<file path="config.mk">
export PLATFORM = sky130hd
export DESIGN_NAME = uart_rx_core
export DESIGN_NICKNAME = d
export VERILOG_FILES = /design/src/rtl/uart_pkg.sv /design/src/rtl/uart_rx_sampler.sv /design/src/rtl/uart_rx_core.sv
export SDC_FILE = /design/constraint.sdc
export NUM_CORES = 1
export LEC_CHECK = 0
export ABC_AREA = 1
export CAP_MARGIN = 20
export CORE_MARGIN = 5
export CORE_UTILIZATION = 45
export DETAILED_ROUTE_END_ITERATION = 10
export PLACE_DENSITY = 0.65
export SYNTH_ARGS = -nofsm -noshare
export SYNTH_HDL_FRONTEND = slang
export SYNTH_SLANG_ARGS = --single-unit
</file>
<file path="constraint.sdc">
create_clock -name CLK -period 7.3 [get_ports CLK]
set_clock_uncertainty 0.15 [all_clocks]
set_input_delay 1.825 -clock CLK [delete_from_list [all_inputs] [get_ports CLK]]
set_output_delay 1.825 -clock CLK [all_outputs]
set_load 0.01 [all_outputs]
</file>
<file path="src/rtl/uart_pkg.sv">
// -----------------------------------------------------------------------------
// uart_pkg
// Shared UART definitions for the receive (and transmit) sides: receiver FSM
// state encoding, legal oversampling ratios, parity type encoding, frame
// bit-count constants and a helper that maps an arbitrary PRESCALE request
// onto a supported ratio.
// Ports: none (package).
// -----------------------------------------------------------------------------
package uart_pkg;

    typedef enum logic [2:0] {
        ST_IDLE   = 3'd0,
        ST_START  = 3'd1,
        ST_DATA   = 3'd2,
        ST_PARITY = 3'd3,
        ST_STOP   = 3'd4
    } rx_state_t;

    localparam logic [5:0] PRESCALE_8  = 6'd8;
    localparam logic [5:0] PRESCALE_16 = 6'd16;
    localparam logic [5:0] PRESCALE_32 = 6'd32;

    localparam logic PAR_EVEN = 1'b0;
    localparam logic PAR_ODD  = 1'b1;

    localparam int FRAME_START_BITS  = 1;
    localparam int FRAME_DATA_BITS   = 8;
    localparam int FRAME_STOP_BITS   = 1;
    localparam int FRAME_BITS_NO_PAR = FRAME_START_BITS + FRAME_DATA_BITS + FRAME_STOP_BITS;
    localparam int FRAME_BITS_PAR    = FRAME_BITS_NO_PAR + 1;

    // Unsupported ratios fall back to the slowest-oversampling legal value.
    function automatic logic [5:0] legal_prescale(input logic [5:0] p);
        case (p)
            PRESCALE_8, PRESCALE_16, PRESCALE_32: legal_prescale = p;
            default:                              legal_prescale = PRESCALE_8;
        endcase
    endfunction

endpackage

</file>
<file path="src/rtl/uart_rx_sampler.sv">
// -----------------------------------------------------------------------------
// uart_rx_sampler
// Per-bit timing for the UART receiver: an edge counter running 0..P-1 inside
// each bit period, a 3-point majority sampler around mid-bit, and the
// bit_end / sample_done pulses the receiver FSM steps on.
// Ports:
//   clk_i         system clock
//   rst_i         synchronous active-high reset
//   rx_s_i        synchronised serial line
//   run_i         1 = counter advances this cycle, 0 = counter cleared
//   prescale_i    oversampling ratio P in effect (8/16/32)
//   bit_end_o     combinational, high on edge count P-1
//   sample_done_o registered pulse, high the cycle after edge P/2+1
//   sample_bit_o  2-of-3 majority of samples at P/2-1, P/2, P/2+1
// -----------------------------------------------------------------------------
module uart_rx_sampler (
    input  logic       clk_i,
    input  logic       rst_i,
    input  logic       rx_s_i,
    input  logic       run_i,
    input  logic [5:0] prescale_i,
    output logic       bit_end_o,
    output logic       sample_done_o,
    output logic       sample_bit_o
);

    logic [4:0] edge_cnt_q, edge_cnt_d;
    logic [5:0] edge_ext, half;
    logic       at_s0, at_s1, at_s2;
    logic       s0_q, s1_q, sample_bit_q, sample_done_q;
    logic       maj;

    assign edge_ext  = {1'b0, edge_cnt_q};
    assign half      = prescale_i >> 1;
    assign bit_end_o = (edge_ext == prescale_i - 6'd1);
    assign at_s0     = (edge_ext == half - 6'd1);
    assign at_s1     = (edge_ext == half);
    assign at_s2     = (edge_ext == half + 6'd1);

    // Third sample is taken live, so the vote is ready on edge P/2+1 itself.
    assign maj = (s0_q & s1_q) | (s0_q & rx_s_i) | (s1_q & rx_s_i);

    always_comb begin
        edge_cnt_d = '0;
        if (run_i) begin
            edge_cnt_d = bit_end_o ? 5'd0 : edge_cnt_q + 5'd1;
        end
    end

    always_ff @(posedge clk_i) begin
        if (rst_i) begin
            edge_cnt_q    <= '0;
            s0_q          <= 1'b1;
            s1_q          <= 1'b1;
            sample_bit_q  <= 1'b1;
            sample_done_q <= 1'b0;
        end else begin
            edge_cnt_q    <= edge_cnt_d;
            sample_done_q <= run_i && at_s2;
            if (run_i && at_s0) s0_q <= rx_s_i;
            if (run_i && at_s1) s1_q <= rx_s_i;
            if (run_i && at_s2) sample_bit_q <= maj;
        end
    end

    assign sample_done_o = sample_done_q;
    assign sample_bit_o  = sample_bit_q;

endmodule

</file>
<file path="src/rtl/uart_rx_core.sv">
// -----------------------------------------------------------------------------
// uart_rx_core
// UART receiver: 1 start, DATA_WIDTH data bits LSB first, optional parity,
// 1 stop. PRESCALE-times oversampling on CLK.
// Ports:
//   CLK, RST      clock, synchronous active-high reset
//   RX_IN         asynchronous serial line (idles high)
//   PRESCALE      oversampling ratio (8/16/32; others treated as 8)
//   PAR_EN        parity bit present
//   PAR_TYP       0 = even, 1 = odd
//   P_DATA        last good received byte
//   DATA_VALID    one-cycle strobe, P_DATA updated this cycle
//   PAR_ERR       one-cycle strobe, parity mismatch on the frame just ended
//   STP_ERR       one-cycle strobe, stop bit sampled as 0
//   DBG_STATE     current receiver FSM state (rx_state_t encoding)
// Handshake: DATA_VALID/PAR_ERR/STP_ERR are single-cycle pulses with no
// back-pressure; a consumer must take P_DATA in the cycle DATA_VALID is high.
// -----------------------------------------------------------------------------
module uart_rx_core
    import uart_pkg::*;
#(
    parameter int DATA_WIDTH  = 8,
    parameter int SYNC_STAGES = 2
) (
    input  logic                  CLK,
    input  logic                  RST,
    input  logic                  RX_IN,
    input  logic [5:0]            PRESCALE,
    input  logic                  PAR_EN,
    input  logic                  PAR_TYP,
    output logic [DATA_WIDTH-1:0] P_DATA,
    output logic                  DATA_VALID,
    output logic                  PAR_ERR,
    output logic                  STP_ERR,
    output logic [2:0]            DBG_STATE
);

    localparam int BCW = (DATA_WIDTH > 1) ? $clog2(DATA_WIDTH) : 1;

    logic [SYNC_STAGES-1:0] sync_q;
    logic                   rx_s;
    rx_state_t              state_q, state_d;
    logic [5:0]             presc_q, presc_eff;
    logic                   par_en_q, par_typ_q;
    logic [DATA_WIDTH-1:0]  shift_q, p_data_q;
    logic [BCW-1:0]         bit_cnt_q;
    logic                   par_fail_q, stop_bit_q;
    logic                   dv_q, par_err_q, stp_err_q;
    logic                   bit_end, sample_done, sample_bit, last_bit;
    logic                   detect, run, frame_end, frame_good;
    logic                   shift_en, bit_cnt_inc, par_chk, stop_smp;

    // Input synchroniser; presets to the idle level so reset never looks like a start.
    always_ff @(posedge CLK) begin
        if (RST) sync_q <= '1;
        else     sync_q <= {sync_q[SYNC_STAGES-2:0], RX_IN};
    end
    assign rx_s = sync_q[SYNC_STAGES-1];

    // In IDLE the live request drives the counter compare so the detect cycle
    // already counts as edge 0 with the ratio about to be latched.
    assign presc_eff = (state_q == ST_IDLE) ? legal_prescale(PRESCALE) : presc_q;
    assign last_bit  = (bit_cnt_q == BCW'(DATA_WIDTH - 1));

    uart_rx_sampler u_sampler (
        .clk_i         (CLK),
        .rst_i         (RST),
        .rx_s_i        (rx_s),
        .run_i         (run),
        .prescale_i    (presc_eff),
        .bit_end_o     (bit_end),
        .sample_done_o (sample_done),
        .sample_bit_o  (sample_bit)
    );

    // FSM: state register
    always_ff @(posedge CLK) begin
        if (RST) state_q <= ST_IDLE;
        else     state_q <= state_d;
    end

    // FSM: next state
    always_comb begin
        state_d = state_q;
        case (state_q)
            ST_IDLE:   if (!rx_s) state_d = ST_START;
            ST_START: begin
                // A start bit that votes high at mid-bit was a glitch.
                if (sample_done && sample_bit) state_d = ST_IDLE;
                else if (bit_end)              state_d = ST_DATA;
            end
            ST_DATA:   if (bit_end && last_bit) state_d = par_en_q ? ST_PARITY : ST_STOP;
            ST_PARITY: if (bit_end) state_d = ST_STOP;
            ST_STOP:   if (bit_end) state_d = ST_IDLE;
            default:   state_d = ST_IDLE;
        endcase
    end

    // FSM: outputs / datapath controls
    always_comb begin
        detect      = (state_q == ST_IDLE) && !rx_s;
        run         = (state_d != ST_IDLE);
        frame_end   = (state_q == ST_STOP) && bit_end;
        shift_en    = (state_q == ST_DATA) && sample_done;
        bit_cnt_inc = (state_q == ST_DATA) && bit_end;
        par_chk     = (state_q == ST_PARITY) && sample_done;
        stop_smp    = (state_q == ST_STOP) && sample_done;
        frame_good  = stop_bit_q && !par_fail_q;
    end

    always_ff @(posedge CLK) begin
        if (RST) begin
            presc_q    <= PRESCALE_8;
            par_en_q   <= 1'b0;
            par_typ_q  <= 1'b0;
            shift_q    <= '0;
            bit_cnt_q  <= '0;
            par_fail_q <= 1'b0;
            stop_bit_q <= 1'b1;
            p_data_q   <= '0;
            dv_q       <= 1'b0;
            par_err_q  <= 1'b0;
            stp_err_q  <= 1'b0;
        end else begin
            if (detect) begin
                presc_q    <= legal_prescale(PRESCALE);
                par_en_q   <= PAR_EN;
                par_typ_q  <= PAR_TYP;
                par_fail_q <= 1'b0;
                bit_cnt_q  <= '0;
            end
            if (shift_en)    shift_q   <= {sample_bit, shift_q[DATA_WIDTH-1:1]};
            if (bit_cnt_inc) bit_cnt_q <= last_bit ? '0 : bit_cnt_q + 1'b1;
            if (par_chk && (sample_bit != ((^shift_q) ^ par_typ_q))) par_fail_q <= 1'b1;
            if (stop_smp)    stop_bit_q <= sample_bit;
            dv_q      <= frame_end && frame_good;
            stp_err_q <= frame_end && !stop_bit_q;
            par_err_q <= frame_end && par_fail_q;
            if (frame_end && frame_good) p_data_q <= shift_q;
        end
    end

    assign P_DATA     = p_data_q;
    assign DATA_VALID = dv_q;
    assign PAR_ERR    = par_err_q;
    assign STP_ERR    = stp_err_q;
    assign DBG_STATE  = state_q;

endmodule

</file>
Figure 1. The metal 2 layer (run 1).
The bar under the picture is 20 um long. Cells faint in the background.
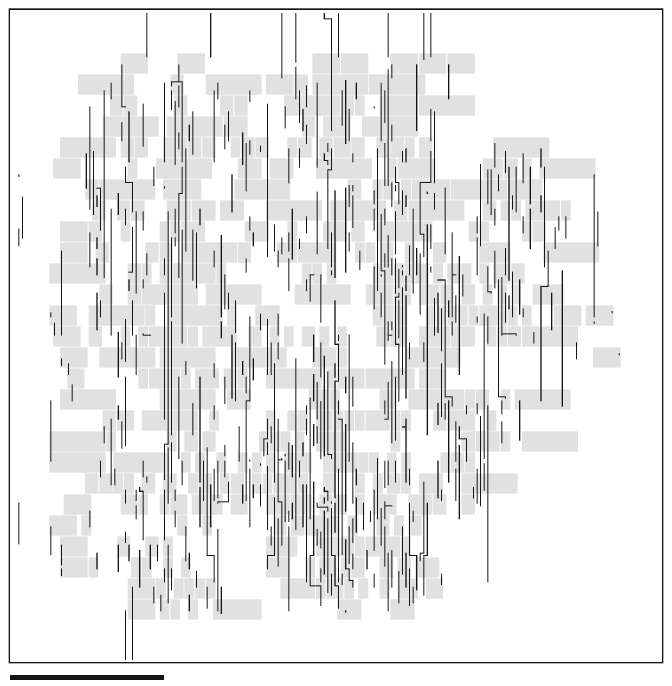
wire length on this layer = 2,310 um
longest straight run = 30.1 um
share of all routed wire = 44%
nets with wire on the layer = 303
main direction = vertical

Figure 2. Close-up of the layout (run 1).
The bar under the picture is 10 um long. Window x 22 to 62, y 5 to 45 um. Cells in grey, sequential cells in the stronger grey; small squares are vias.
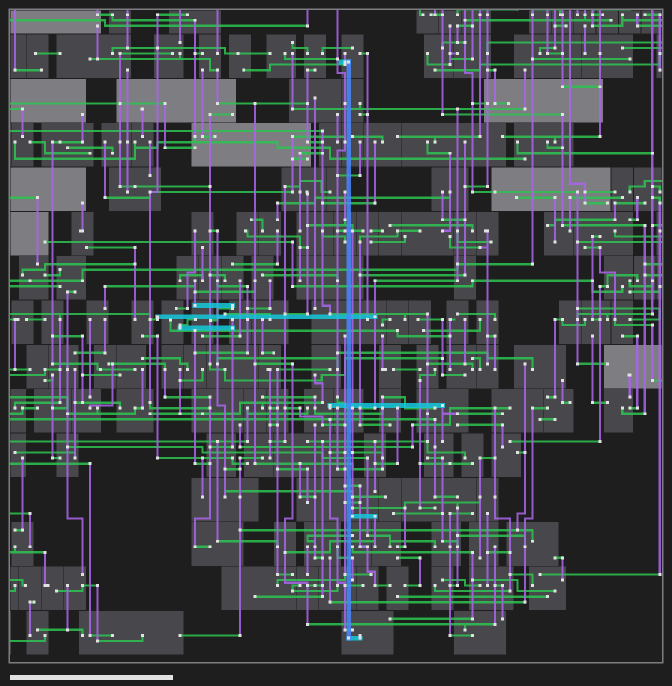
metal 4 -> blue
metal 3 -> cyan
metal 2 -> purple
metal 1 -> green
cells with their middle in the window = 151
most frequent = nand2_1 (45), nand3_1 (21), inv_1 (19)
netlist names of flops here include = u_sampler.edge_cnt_q (4)
sequential cells in the window = 7

Figure 3. Routing congestion (run 1).
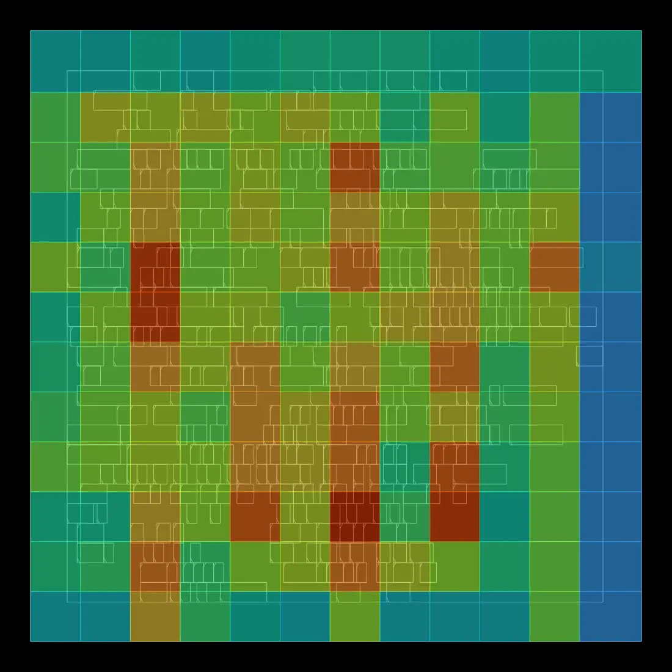
Final Core Density: 0.530
busiest grt layer: met2
GR Util met2: 0.235

==> results.py, run 1 <==
# Physical implementation metrics
metrics = {
    "synthesis": {
        "yosysSeqAreaShare": 0.369,
        "synth_chip_area_sq_um": 2490,
        "synth-cells-yosys": 344,
        "top_cell_area_share": 0.369,
        "fp_nets": 362,
        "avgSynthCellArea_sq_um": 7.25,
        "post_synth_ao_oa_area_fraction": 0.117,
        "common_cells": "nand2_1, dfxtp_1, inv_1",
        "ys.flops": 46,
        "yosysUniqueCellTypes": 31,
        "ys_sh_simple": 0.313,
        "top_area_cell": "dfxtp_1",
    },
    "cts": {
        "cts_setup_buffers": 0,
        "path_clk_slew_ps": 80,
        "cts-hold-fix-buffers": 0,
        "root_buffer": "clkbuf_8",
        "cts_tree": "done",
    },
    "routing": {
        "drt-initial-drc-count": 133,
        "vias": 2165,
        "wl_per_cell_um": 11.8,
        "first_pass_iters": 4,
        "routed_wl_um": 5210,
        "highest_layer": "met4",
    },
    "global_route": {
        "grt_usage": 0.150,
        "grt_max_degree": 25,
        "use_met1": 0.210,
        "use_met3": 0.0304,
        "grt-ovfl-total": 0,
        "antenna_found_initial": 0,
        "grt_pass1_wl_um": 8860,
    },
    "timing": {
        "max_freq_mhz": 243,
        "rsz0062_at_grt": "false",
        "max_slew.worst_pin.slew_ps": 838,
        "setup_violations": 0,
    },
    "pwr": {
        "ir_drop_v": 0.000138,
        "power_density_nw_per_um2": 157,
    },
    "critical_path": {
        "crit_start": "PRESCALE[4]",
        "crit_path_top_delay_cell": "clkdlybuf4s50_1",
        "worstSetupPathType": "in -> reg",
        "worst_path_largest_cell_delay_ps": 540,
        "start_kind": "primary input",
        "path_cells": "clkdlybuf4s50_1 > nor2_1 > nor2_1 > nand3_4 > nand2_4 > nand2_2 > nand2_1 > nand2_2 > inv_1 > nand2_1 > nor2_2 > nand3_2 > nor2_2 > o21ai_0 > a21oi_1",
        "r2r_cells": 16,
        "rr_endpoint": "P_DATA[5]",
    },
    "flow_run": {
        "warning_count": 28,
    },
    "floorplan": {
        "die_w_um": 84.4,
        "nWellTaps": 72,
        "num_rows": 27,
        "die_h_um": 84.4,
    },
    "placement": {
        "dp_hpwl_um": 3930,
        "io_buffers": 24,
        "placed_cell_area_sq_um": 2790,
    },
    "final_layout": {
        "layout-drive-gt1-share": 0.0978,
        "fin_nets": 385,
        "num-fill-cells": 533,
        "final_layout_top_logic_cell": "nand2_1",
        "area_growth_pct": 15.7,
        "clkbuf_count": 6,
        "final_cell_mix": "nand2_1, dfxtp_1, inv_1",
        "comb_area_frac": 0.475,
        "clock_area_frac": 0.0330,
    },
    "min_path": {
        "min_path_cells": 1,
        "hold_path.startpoint": "sync_q[0]",
    },
    "status": {
        "status": "finished clean",
    },
}
run 1: report_power, final:
part	switching (mW)	internal [mW]	leakage, nW
Clock	0.0854	0.0761	0.0472
Combinational	0.0231	0.0141	0.818
Sequential	0.00218	0.253	0.372
run 1: through the flow:
| stage | cells | util | power (mW) | hold WS, ps |
|---|---|---|---|---|
| 3_3_place_gp | 432 | 0.513 | 0.298 | 245 |
| 4_1_cts | 440 | 0.530 | 0.459 | 267 |
| 6_report | 440 | 0.530 | 0.454 | 265 |
| 5_1_grt | 440 | 0.530 | 0.475 | 293 |
| 3_5_place_dp | 432 | 0.513 | 0.298 | 247 |
| 2_1_floorplan | 344 | - | 0.286 | 239 |
Figure 4. M1 wires (run 1).
The bar under the picture is 20 um long. Supply wires on this layer in grey. Cells faint in the background.
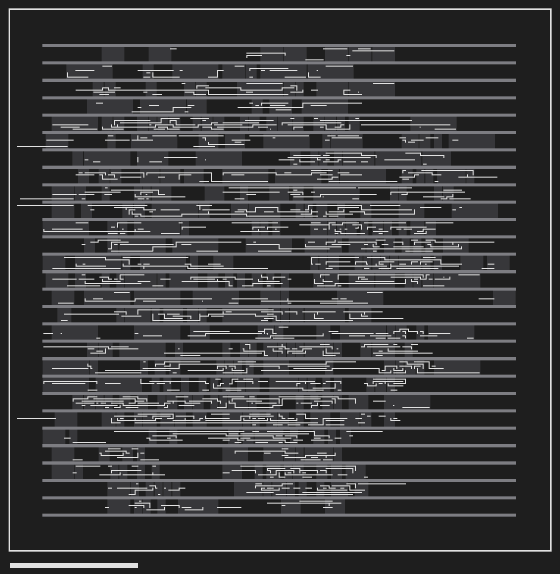

--- run 2 (diff from run 1) ---
==> constraint.sdc (replaced) <==
create_clock -name CLK -period 4.2 [get_ports CLK]
set_clock_uncertainty 0.15 [all_clocks]
set_input_delay 1.05 -clock CLK [delete_from_list [all_inputs] [get_ports CLK]]
set_output_delay 1.05 -clock CLK [all_outputs]
set_load 0.01 [all_outputs]
Figure 5. M1 wires (run 2).
The bar under the picture is 20 um long. Supply wires on this layer in grey. Cells faint in the background.
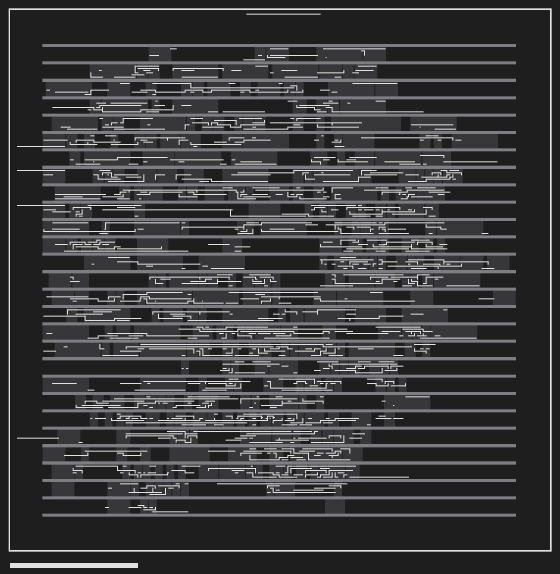
share of all routed wire = 49%
longest straight run = 28.5 um
main direction = horizontal
nets with wire on the layer = 363

==> run 2 against run 1 <==
- critical path depth stayed put
- via count up 1.3%
- sequential share of layout area decreased by 0.27 points
==> results.py, run 2 <==
# Physical implementation metrics
metrics = {
    "critical_path": {
        "worst_path_largest_cell_delay_ps": 530,
        "cp-end-kind": "flip-flop",
        "r2r_start": "DBG_STATE[0]",
        "critPathArrivalTime_ps": 3450,
        "rr_endpoint": "P_DATA[3]",
        "critPathTopFamily": "simple AND/OR/NAND/NOR gates",
        "crit_buf_inv": 2,
        "critPathCapture": "P_DATA[3]",
        "crit_required_ps": 4280,
        "crit_path_top_delay_cell": "clkdlybuf4s50_1",
        "crit_fanout": 15,
        "ff2ff_setup_slack_ps": 910,
        "crit_cells": 15,
        "crit_start": "PRESCALE[4]",
        "path_cells": "clkdlybuf4s50_1 > nor2_1 > nor2_1 > nand3_4 > nand2_4 > nand2_2 > nand2_1 > nand2_2 > inv_1 > nand2_1 > nor2_2 > nand3_2 > nor2_2 > o21ai_0 > a21oi_1",
        "worstSetupPathType": "in -> reg",
        "start_kind": "primary input",
        "r2r_cells": 16,
    },
    "synthesis": {
        "avgSynthCellArea_sq_um": 7.25,
        "yosysUniqueCellTypes": 31,
        "most_common_cell": "nand2_1",
        "synth_chip_area_sq_um": 2490,
        "top_area_cell": "dfxtp_1",
        "async_flop_share": 0,
        "area_leaders": "dfxtp_1, nand2_1, inv_1, nand3_1, a21oi_1",
        "ys.flops": 46,
        "synthCells": 344,
        "synth-cells-yosys": 344,
        "syn_area_sq_um": 2490,
        "edf_count": 0,
        "ys.flop_type": "dfxtp_1",
        "ys.warnings.count": 0,
        "top_cell_area_share": 0.369,
        "common_cells": "nand2_1, dfxtp_1, inv_1",
        "yosysSeqAreaShare": 0.369,
        "fp_nets": 362,
    },
    "global_route": {
        "use_met3": 0.0314,
        "grt-ovfl-total": 0,
        "grt_pass1_vias": 2015,
        "grt_usage": 0.152,
        "grt_pass1_wl_um": 9080,
        "use_met2": 0.236,
        "grt_busiest_layer": "met2",
        "use_met1": 0.214,
        "antenna_found_initial": 0,
        "grt_max_degree": 25,
    },
    "cts": {
        "cts_resized": 0,
        "clk_path_buf_depth": 2,
        "cts-htree-levels": 2,
        "cts_tree": "done",
        "cts.sinks": 46,
        "root_buffer": "clkbuf_8",
        "path_clk_slew_ps": 90,
        "cts_buffers": 5,
        "clk_latency_ps": 300,
        "cts_setup_buffers": 0,
        "cts-hold-fix-buffers": 0,
    },
    "placement": {
        "dp_hpwl_um": 3920,
        "placed_cell_area_sq_um": 2800,
        "io_buffers": 24,
        "dp.cells": 433,
        "preCtsSetupSlack_ps": 535,
        "place_congestion": 0.930,
    },
    "min_path": {
        "whs_endpoint": "sync_q[1]",
        "hp-class": "reg -> reg",
        "min_path_cells": 1,
        "hold_path.startpoint": "sync_q[0]",
    },
    "pwr": {
        "power_density_nw_per_um2": 289,
        "finalPower_mw": 0.841,
        "ir_drop_v": 0.000211,
        "power.leakage_nw": 1.25,
    },
    "routing": {
        "vias_per_cell": 4.97,
        "vias": 2193,
        "wl_met3_um": 233,
        "routed_wl_um": 5240,
        "drt-initial-drc-count": 166,
        "drt-met1-wl_um": 2580,
        "drc_errors": 0,
        "antenna_left": 0,
        "wl_met2_um": 2330,
        "first_pass_iters": 4,
        "highest_layer": "met4",
        "wl_per_cell_um": 11.9,
    },
    "floorplan": {
        "die_h_um": 84.4,
        "core_area_sq_um": 5440,
        "num_rows": 27,
        "pin_count": 25,
        "dieArea_sq_um": 7130,
        "die_w_um": 84.4,
        "fp_util": 0.458,
    },
    "timing": {
        "fin_crit_sh": 0.802,
        "hold_viol": 0,
        "setup_tns_ps": 0,
        "drv_slew": 0,
        "whs_ps": 272,
        "relSlewSlack": 0.410,
        "setup_violations": 0,
        "rsz0062_at_grt": "false",
        "fin_crit_ps": 3370,
        "max_freq_mhz": 297,
        "max_slew.worst_pin.slew_ps": 882,
    },
    "final_layout": {
        "area_growth_pct": 16.7,
        "layout-drive-gt1-share": 0.100,
        "fin_nets": 386,
        "final_cell_mix": "nand2_1, dfxtp_1, inv_1",
        "final_layout_top_logic_cell": "nand2_1",
        "num_antenna_cells": 0,
        "final_core_util": 0.535,
        "final_cells": 441,
    },
    "status": {
        "status": "finished clean",
    },
    "flow_run": {
        "drv_cap": 0,
        "warning_count": 28,
    },
}
Figure 6. Sizing map (run 2).
The bar under the picture is 20 um long.
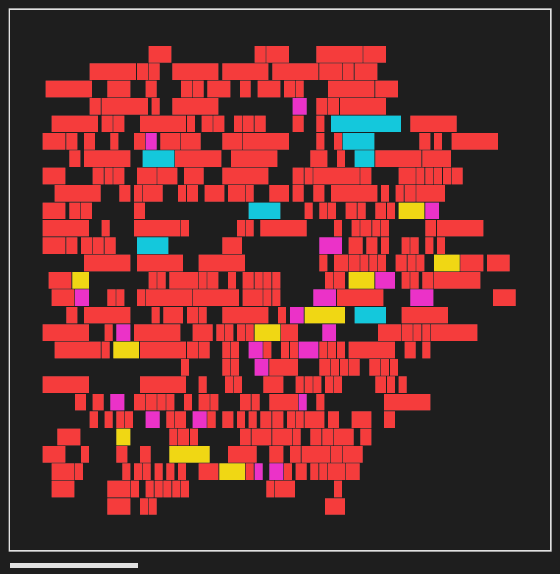
_0 and _1 cells -> red  # cells 332, most used nand2_1
_3 and _4 cells -> yellow  # cells 10
_2 cells -> magenta  # cells 20, most used nand2_2
_6 and larger -> cyan  # cells 7, most used clkbuf_8
post-route cell area: 2910 sq um
non-clock buffer count: 25
worst setup slack after layout: 831 ps

## run 2: where the power goes
group / leakage (nW) / switching (mW) / internal (mW)
Combinational: 0.822 / 0.0403 / 0.0251
Clock: 0.0585 / 0.154 / 0.178
Sequential: 0.372 / 0.00383 / 0.440
## run 2: cell families after synthesis
kind of cell             after synthesis  share of synthesized area
AND/OR/NAND/NOR                      160                      0.313
AND-OR/OR-AND                         55                      0.117
buffers and inverters                 52                     0.0808
flip-flops                            46                      0.369
XOR/XNOR                              23                     0.0808
adder cells (fa/ha/maj)                8                     0.0391
## run 2: layout make-up
class                   instances  area (sq um)
flip-flops and latches         46           921
fillers                       514          2530
well taps                      72          90.1
clock buffers                   5          68.8
repair buffers                 25           248
clock inverters                 3          43.8
multi-input cells             246          1370
inverters                      44           168
Figure 7. Routing congestion (run 2).
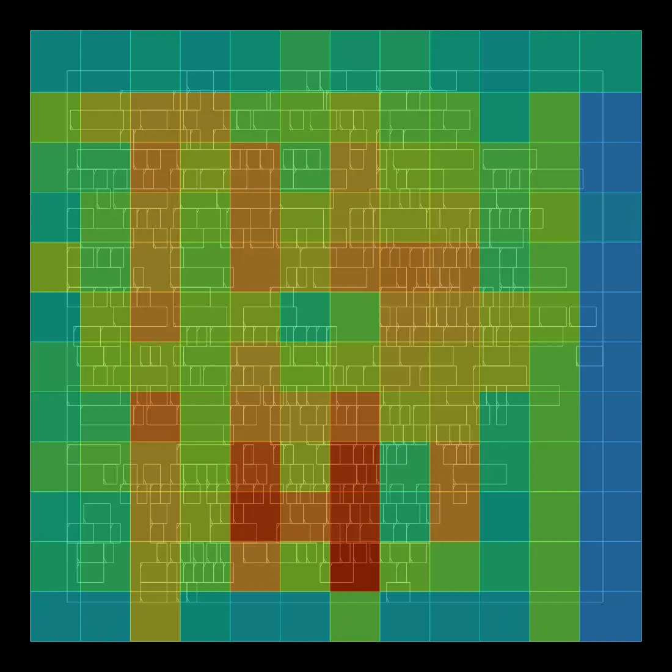

--- run 3 (diff from run 2) ---
==> constraint.sdc (replaced) <==
create_clock -name CLK -period 3.4 [get_ports CLK]
set_clock_uncertainty 0.15 [all_clocks]
set_input_delay 0.85 -clock CLK [delete_from_list [all_inputs] [get_ports CLK]]
set_output_delay 0.85 -clock CLK [all_outputs]
set_load 0.01 [all_outputs]
Figure 8. Routing congestion (run 3).
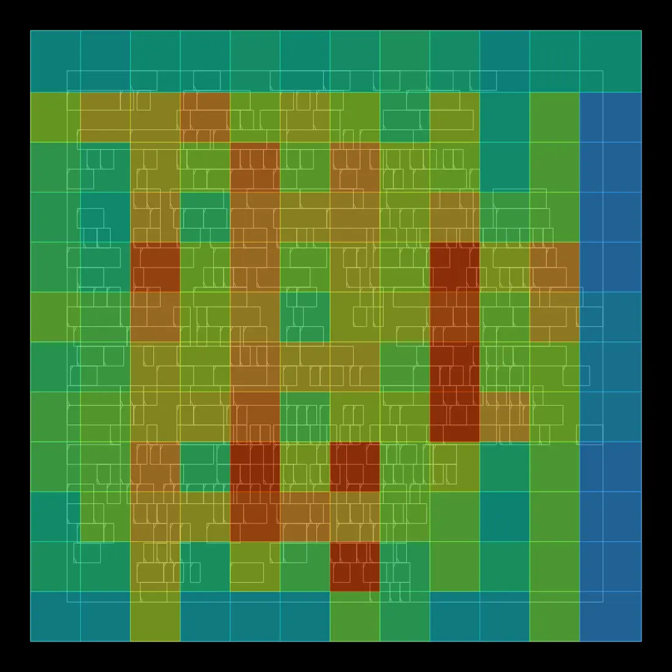
WL/cell: 11.5 um
M3 GR Usage: 0.0412
Final Core Density: 0.539
GR Util met2: 0.247
GR Util met1: 0.203

Figure 9. Close-up of the layout (run 3).
The bar under the picture is 10 um long. Window x 22 to 62, y 5 to 45 um. Cells in grey, sequential cells in the stronger grey; small squares are vias.
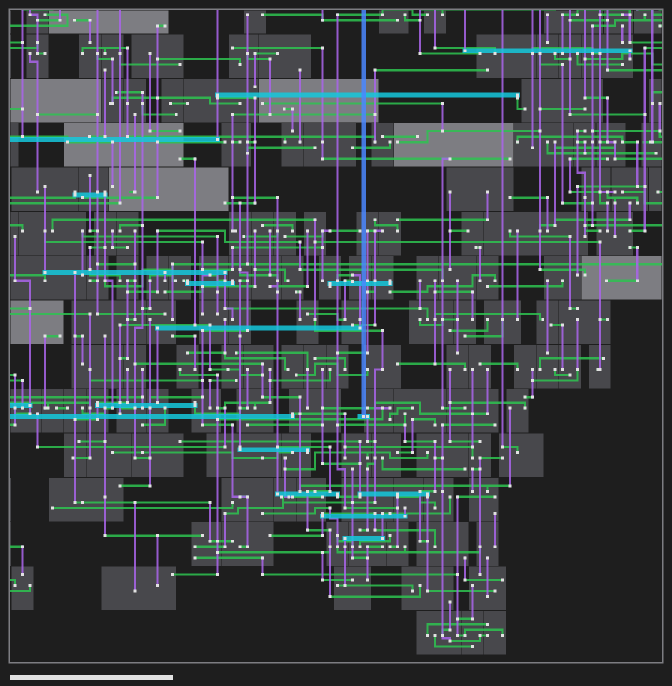
metal 2 -> purple
metal 3 -> cyan
metal 1 -> green
metal 4 -> blue
netlist names of flops here include = u_sampler.edge_cnt_q (5)
cells with their middle in the window = 143
most frequent = nand2_1 (38), nand3_1 (17), inv_1 (15)
sequential cells in the window = 7

==> run 3 against run 2 <==
- register-to-register slack got worse by 450 ps
- sequential share of layout area decreased by 0.22 points
- synthesized cell count unchanged
- first-iteration DRC count decreased by 33%
- combinational power increased by 24%
- non-clock buffer count increased by 4
- clock power about the same
- critical path type unchanged
==> results.py, run 3 <==
# Physical implementation metrics
metrics = {
    "status": {
        "status": "finished clean",
    },
    "final_layout": {
        "num_antenna_cells": 0,
        "seq_area_sq_um": 921,
        "seq_cells": 46,
        "logic_area_sq_um": 1370,
        "layout-drive-gt1-share": 0.110,
        "final_cell_mix": "nand2_1, dfxtp_1, inv_1",
        "num-fill-cells": 509,
        "clock_area_frac": 0.0307,
        "dominant_cells": "combinational gates",
        "fin_nets": 390,
        "seq_share": 0.314,
        "final_cells": 445,
        "comb_cells": 246,
        "area_growth_pct": 17.5,
        "n_all_buffers": 29,
    },
    "pwr": {
        "ir_drop_v": 0.000291,
        "p_switching_mw": 0.239,
        "internal-power_mw": 0.720,
        "power_density_nw_per_um2": 327,
        "p_sw_frac": 0.249,
        "power_frac_clock": 0.344,
        "p_comb_frac": 0.084,
        "power.group.top": "sequential cells",
        "powerClk_mw": 0.330,
    },
    "synthesis": {
        "most_common_cell": "nand2_1",
        "ys.warnings.count": 0,
        "top_area_cell": "dfxtp_1",
        "synth-xor-area-share": 0.0808,
        "area_leaders": "dfxtp_1, nand2_1, inv_1, nand3_1, a21oi_1",
        "yosysUniqueCellTypes": 31,
        "ys.flops": 46,
        "synthAdderAreaFrac": 0.0391,
        "fp_nets": 362,
        "syn_area_sq_um": 2490,
        "ys_sh_simple": 0.313,
        "common_cells": "nand2_1, dfxtp_1, inv_1",
        "edf_count": 0,
        "synthCells": 344,
        "top_cell_area_share": 0.369,
        "async_flop_share": 0,
        "avgSynthCellArea_sq_um": 7.25,
        "mux_area_frac": 0,
        "ys.flop_type": "dfxtp_1",
        "synthTopLogicFamily": "simple AND/OR/NAND/NOR gates",
        "post_synth_ao_oa_area_fraction": 0.117,
        "synth_chip_area_sq_um": 2490,
    },
    "timing": {
        "setup_ws_ps": 316,
        "fin_crit_ps": 3080,
        "max_freq_mhz": 324,
        "fin_crit_sh": 0.907,
        "hold_viol": 0,
        "drv_slew": 0,
        "relSlewSlack": 0.403,
        "setup_violations": 0,
    },
    "critical_path": {
        "critPathCapture": "u_sampler.sample_bit_o",
        "r2r_cells": 19,
        "crit_required_ps": 3410,
        "rr_endpoint": "u_sampler.sample_bit_o",
        "crit_fanout": 8,
        "ff2ff_setup_slack_ps": 460,
        "cp-end-kind": "flip-flop",
        "critPathArrivalTime_ps": 3100,
        "r2r_start": "DBG_STATE[0]",
        "crit_start": "PRESCALE[4]",
    },
    "routing": {
        "vias": 2208,
        "vias_per_cell": 4.96,
        "drt-initial-drc-count": 111,
        "antenna_left": 0,
        "first_pass_iters": 4,
    },
    "global_route": {
        "grt-ovfl-total": 0,
        "antenna_found_initial": 0,
        "grt_max_degree": 25,
        "grt_usage": 0.153,
        "grt_pass1_vias": 2032,
        "grt_pass1_wl_um": 9070,
    },
    "cts": {
        "cts_setup_buffers": 0,
        "cts_resized": 0,
        "cts-hold-fix-buffers": 0,
        "path_clk_slew_ps": 90,
        "cts.sinks": 46,
        "cts_buffers": 5,
        "clk_path_buf_depth": 2,
        "cts_tree": "done",
        "clk_latency_ps": 300,
        "root_buffer": "clkbuf_8",
        "cts-htree-levels": 2,
    },
    "min_path": {
        "whs_endpoint": "sync_q[1]",
        "hold_path.startpoint": "sync_q[0]",
        "hp-class": "reg -> reg",
        "min_path_cells": 1,
    },
    "floorplan": {
        "die_h_um": 84.4,
        "num_rows": 27,
        "core_area_sq_um": 5440,
        "dieArea_sq_um": 7130,
    },
    "placement": {
        "place_congestion": 0.864,
        "preCtsSetupSlack_ps": -15.8,
        "placed_cell_area_sq_um": 2840,
        "io_buffers": 24,
    },
    "flow_run": {
        "drv_cap": 0,
        "warning_count": 28,
    },
}
==> run 3: cell counts after synthesis <==
Identical to the previous run, type by type.
==> run 3: worst max-delay path, cell delays in order <==
cell and delay [ps]:
clkdlybuf4s50_1 540, nor2_1 60, nor2_1 240, nand3_4 130, nand2_4 110, nand2_2 80
nand2_1 80, nand2_2 70, nor2_4 120, nand3_4 130, nor2_4 150, nand2_2 90
nand2_1 70, nor2_1 50, nand3_2 120, nand2_1 90, nand2_1 60, nand3_1 60
==> run 3: routing by layer <==
metal  vias up  global-route usage  part of all wire
met3         6              0.0412             0.056
met2        62               0.247              0.44
met1       977               0.203              0.49
met5         -                   0                 0
met4         0              0.0417             0.013
li1       1163                   -                 -
No activity file was given, so power comes from the tool's default toggle rates.
